**config.mk**
```make
export PLATFORM = sky130hd
export DESIGN_NAME = layer_scheduler
export DESIGN_NICKNAME = d
export VERILOG_FILES = /design/src/rtl/layer_scheduler.sv
export SDC_FILE = /design/constraint.sdc
export NUM_CORES = 1
export LEC_CHECK = 0
export CORE_AREA = 2 2 127 129
export DETAILED_ROUTE_END_ITERATION = 7
export DIE_AREA = 0 0 129 131
export GPL_ROUTABILITY_DRIVEN = 0
export GPL_TIMING_DRIVEN = 0
export PLACE_DENSITY = 0.76
export SLEW_MARGIN = 20
export SYNTH_ARGS = -nofsm -noshare
export SYNTH_HDL_FRONTEND = slang
export SYNTH_SLANG_ARGS = --single-unit
```
**constraint.sdc**
```tcl
create_clock -name clk -period 3.2 [get_ports clk]
set_input_delay 0.8 -clock clk [delete_from_list [all_inputs] [get_ports clk]]
set_output_delay 0.8 -clock clk [all_outputs]
set_load 0.005 [all_outputs]
```
**src/rtl/layer_scheduler.sv**
```systemverilog
// Sequences one shared neuron datapath over every output of a fully-connected layer:
// latch the input vector, then fetch/compute/emit one neuron result at a time.
//
// state | meaning
// IDLE  | waiting for an input vector, in_ready high
// FETCH | weight/bias row read issued for neuron idx
// MAC   | row data on the neuron inputs, neuron registers at end of cycle
// OUT   | result presented on out_data until out_ready
// DONE  | one-cycle layer_done pulse, then back to IDLE
module layer_scheduler #(
  parameter int LAYER_DATA_WIDTH = 16,
  parameter int NEURON_WIDTH     = 8,
  parameter int NUM_NEURONS      = 16,
  parameter int IDX_W            = (NUM_NEURONS > 1) ? $clog2(NUM_NEURONS) : 1
) (
  input  logic                                     clk,
  input  logic                                     rst_n,
  input  logic                                     in_valid,
  output logic                                     in_ready,
  input  logic [NEURON_WIDTH*LAYER_DATA_WIDTH-1:0] in_data,
  input  logic                                     in_act,
  input  logic                                     abort,
  output logic                                     wmem_rd_en,
  output logic [IDX_W-1:0]                         wmem_addr,
  output logic [NEURON_WIDTH*LAYER_DATA_WIDTH-1:0] x_bus,
  output logic                                     act_func,
  input  logic [LAYER_DATA_WIDTH+7:0]              neuron_out,
  output logic                                     out_valid,
  input  logic                                     out_ready,
  output logic [LAYER_DATA_WIDTH+7:0]              out_data,
  output logic [IDX_W-1:0]                         out_idx,
  output logic                                     busy,
  output logic                                     layer_done
);

  typedef enum logic [2:0] {
    S_IDLE,
    S_FETCH,
    S_MAC,
    S_OUT,
    S_DONE
  } state_t;

  localparam logic [IDX_W-1:0] LAST_IDX = IDX_W'(NUM_NEURONS - 1);

  state_t           state, state_nxt;
  logic [IDX_W-1:0] idx, idx_nxt;

  always_ff @(posedge clk or negedge rst_n) begin
    if (!rst_n) begin
      state    <= S_IDLE;
      idx      <= '0;
      x_bus    <= '0;
      act_func <= 1'b0;
    end else begin
      state <= state_nxt;
      idx   <= idx_nxt;
      // Vector and activation stay frozen for the whole pass; the neuron relies on it.
      if (state == S_IDLE && in_valid) begin
        x_bus    <= in_data;
        act_func <= in_act;
      end
    end
  end

  always_comb begin
    state_nxt = state;
    idx_nxt   = idx;
    case (state)
      S_IDLE: begin
        if (in_valid) begin
          state_nxt = S_FETCH;
          idx_nxt   = '0;
        end
      end
      S_FETCH: state_nxt = abort ? S_IDLE : S_MAC;
      S_MAC:   state_nxt = abort ? S_IDLE : S_OUT;
      S_OUT: begin
        // abort beats a simultaneous final handshake, suppressing layer_done
        if (abort) begin
          state_nxt = S_IDLE;
        end else if (out_ready) begin
          if (idx == LAST_IDX) begin
            state_nxt = S_DONE;
          end else begin
            state_nxt = S_FETCH;
            idx_nxt   = idx + IDX_W'(1);
          end
        end
      end
      S_DONE:  state_nxt = S_IDLE;
      default: state_nxt = S_IDLE;
    endcase
  end

  assign in_ready   = (state == S_IDLE);
  assign busy       = (state != S_IDLE);
  assign wmem_rd_en = (state == S_FETCH);
  assign out_valid  = (state == S_OUT);
  assign layer_done = (state == S_DONE);
  assign wmem_addr  = idx;
  assign out_idx    = idx;
  assign out_data   = neuron_out;

endmodule
```
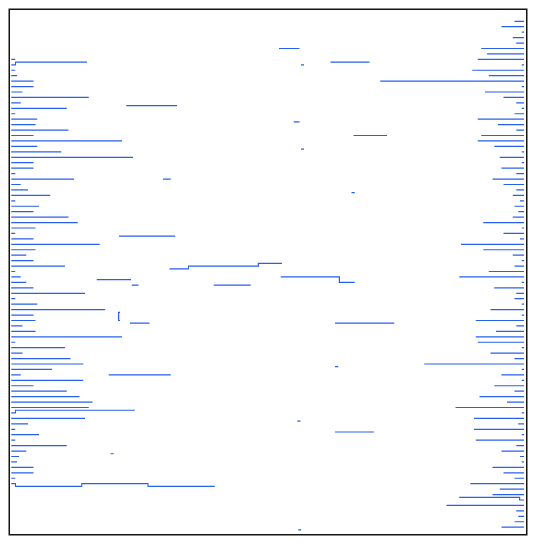
Fig. 1. The metal 3 layer.
Drawn at 4 px/um.
- main direction: horizontal
- share of all routed wire: 9.5%
- nets with wire on the layer: 182
- longest straight run: 35.7 um

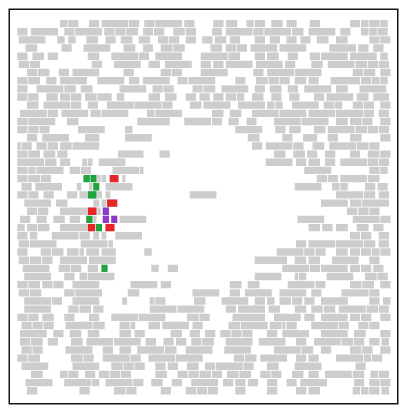
Fig. 2. Gate families picked out.
Drawn at 3 px/um.
- AND-OR and OR-AND gates: red (cells 5; where west)
- AND and OR gates: green (cells 7; most used and3_1; where west)
- inverting AOI/OAI gates: purple (cells 3; most used a31oi_1)

==> flow_summary.yaml <==
# generated from flow reports
run_status:
  status: "complete, no violations"
global_route:
  grt_pass1_vias: 4121
  grt_first_pass_wirelength_um: 22150
  globalRouteTotalUtil_pct: 17.59
place:
  hpwl_um: 11580
  placed_cells: 857
layout:
  finalNonFillerCells: 887
  layout_top_cells_excl_fill_tap: "298 x clkdlybuf4s50_1, 136 x dfrtp_1, 79 x mux2_1, 50 x mux2_2, 36 x buf_4"
  postLayoutCellArea_um2: 9290
  lay_top_count: "clkdlybuf4s50_1"
  buffers_excl_clock: 344
  post_route_cells_drive_above_1_share_pct: 18.63
  final.fill_count: 1251
  comb_area_share_pct: 17.95
  nNonClkInverters: 1
critical_path:
  criticalPathCategory: "register to output pin"
  reg2reg_from: "state[1]"
  r2r-end: "x_bus[82]"
  critical_path.endpoint_type: "output pin"
  crit_path_start: "state[1]"
  worst-endpoint-required_ns: 2.40
  critPathLaunchType: "register"
pwr:
  powerClk_mw: 2.00
  power.share.switching_pct: 24.66
  power.static_leakage_nw: 3.891
logic_synthesis:
  syn_nets: 500
  post_synth.cell_area_avg_um2: 15.80
  synth.cell_area_um2: 5389
routing:
  dr.pass1.iters: 4
  detailroute.wirelength.met2_um: 8015
final_timing:
  worst_pin_slew_ns: 0.4637
  finalHoldWorstSlack_ns: 0.3005
  final.period_utilization_pct: 85.15
floorplanning:
  floorplan.die.height_um: 131
cts:
  cts_setup_buffers: 0
  cts_buffers: 17
-- layer usage --
| layer | up-vias | global-route usage, % |
|---|---|---|
| met5 | - | 0 |
| met3 | 23 | 7.207 |
| li1 | 1804 | - |
| met4 | 0 | 7.609 |
| met1 | 1962 | 18.18 |
| met2 | 204 | 31.53 |
-- synth_stat cells --
cell type / count / share of area (%)
dfrtp_1: 136 / 63
and3_1: 4 / 0.46
buf_6: 1 / 0.21
nand3_1: 4 / 0.37
a22o_1: 1 / 0.16
a31o_2: 1 / 0.16
nor4_1: 2 / 0.23
and2_1: 1 / 0.12
mux2_1: 79 / 17
a211o_1: 1 / 0.16
inv_1: 1 / 0.070
or2_2: 1 / 0.12
a21o_1: 1 / 0.14
a41o_1: 1 / 0.19
nor3_1: 3 / 0.28
a31oi_1: 3 / 0.35
clkbuf_1: 2 / 0.14
nor4b_4: 1 / 0.44
nor3b_1: 1 / 0.14
nor2_1: 2 / 0.14
ha_1: 1 / 0.23
buf_2: 5 / 0.46
and3b_1: 1 / 0.16
mux2_2: 50 / 10
nand2_1: 2 / 0.14
buf_4: 36 / 5.0
-- logic make-up after synthesis --
| kind of cell | count (synthesis) |
|---|---|
| flip-flops | 136 |
| multiplexers | 129 |
| buffers and inverters | 45 |
| AND/OR/NAND/NOR | 22 |
| AND-OR/OR-AND | 8 |
| adder cells (fa/ha/maj) | 1 |
-- stage by stage --
stage	util, %	setup TNS [ns]
floorplan	-	0
global placement	55.47	-515.03
detailed placement	55.68	0
CTS	59.56	0
global route	59.56	0
finish	59.56	0
-- state kept, by name (all words and copies together), names as in the netlist --
name	flops
out_idx	4
x_bus	128
act_func	1
state	3
No activity file was given, so power comes from the tool's default toggle rates.
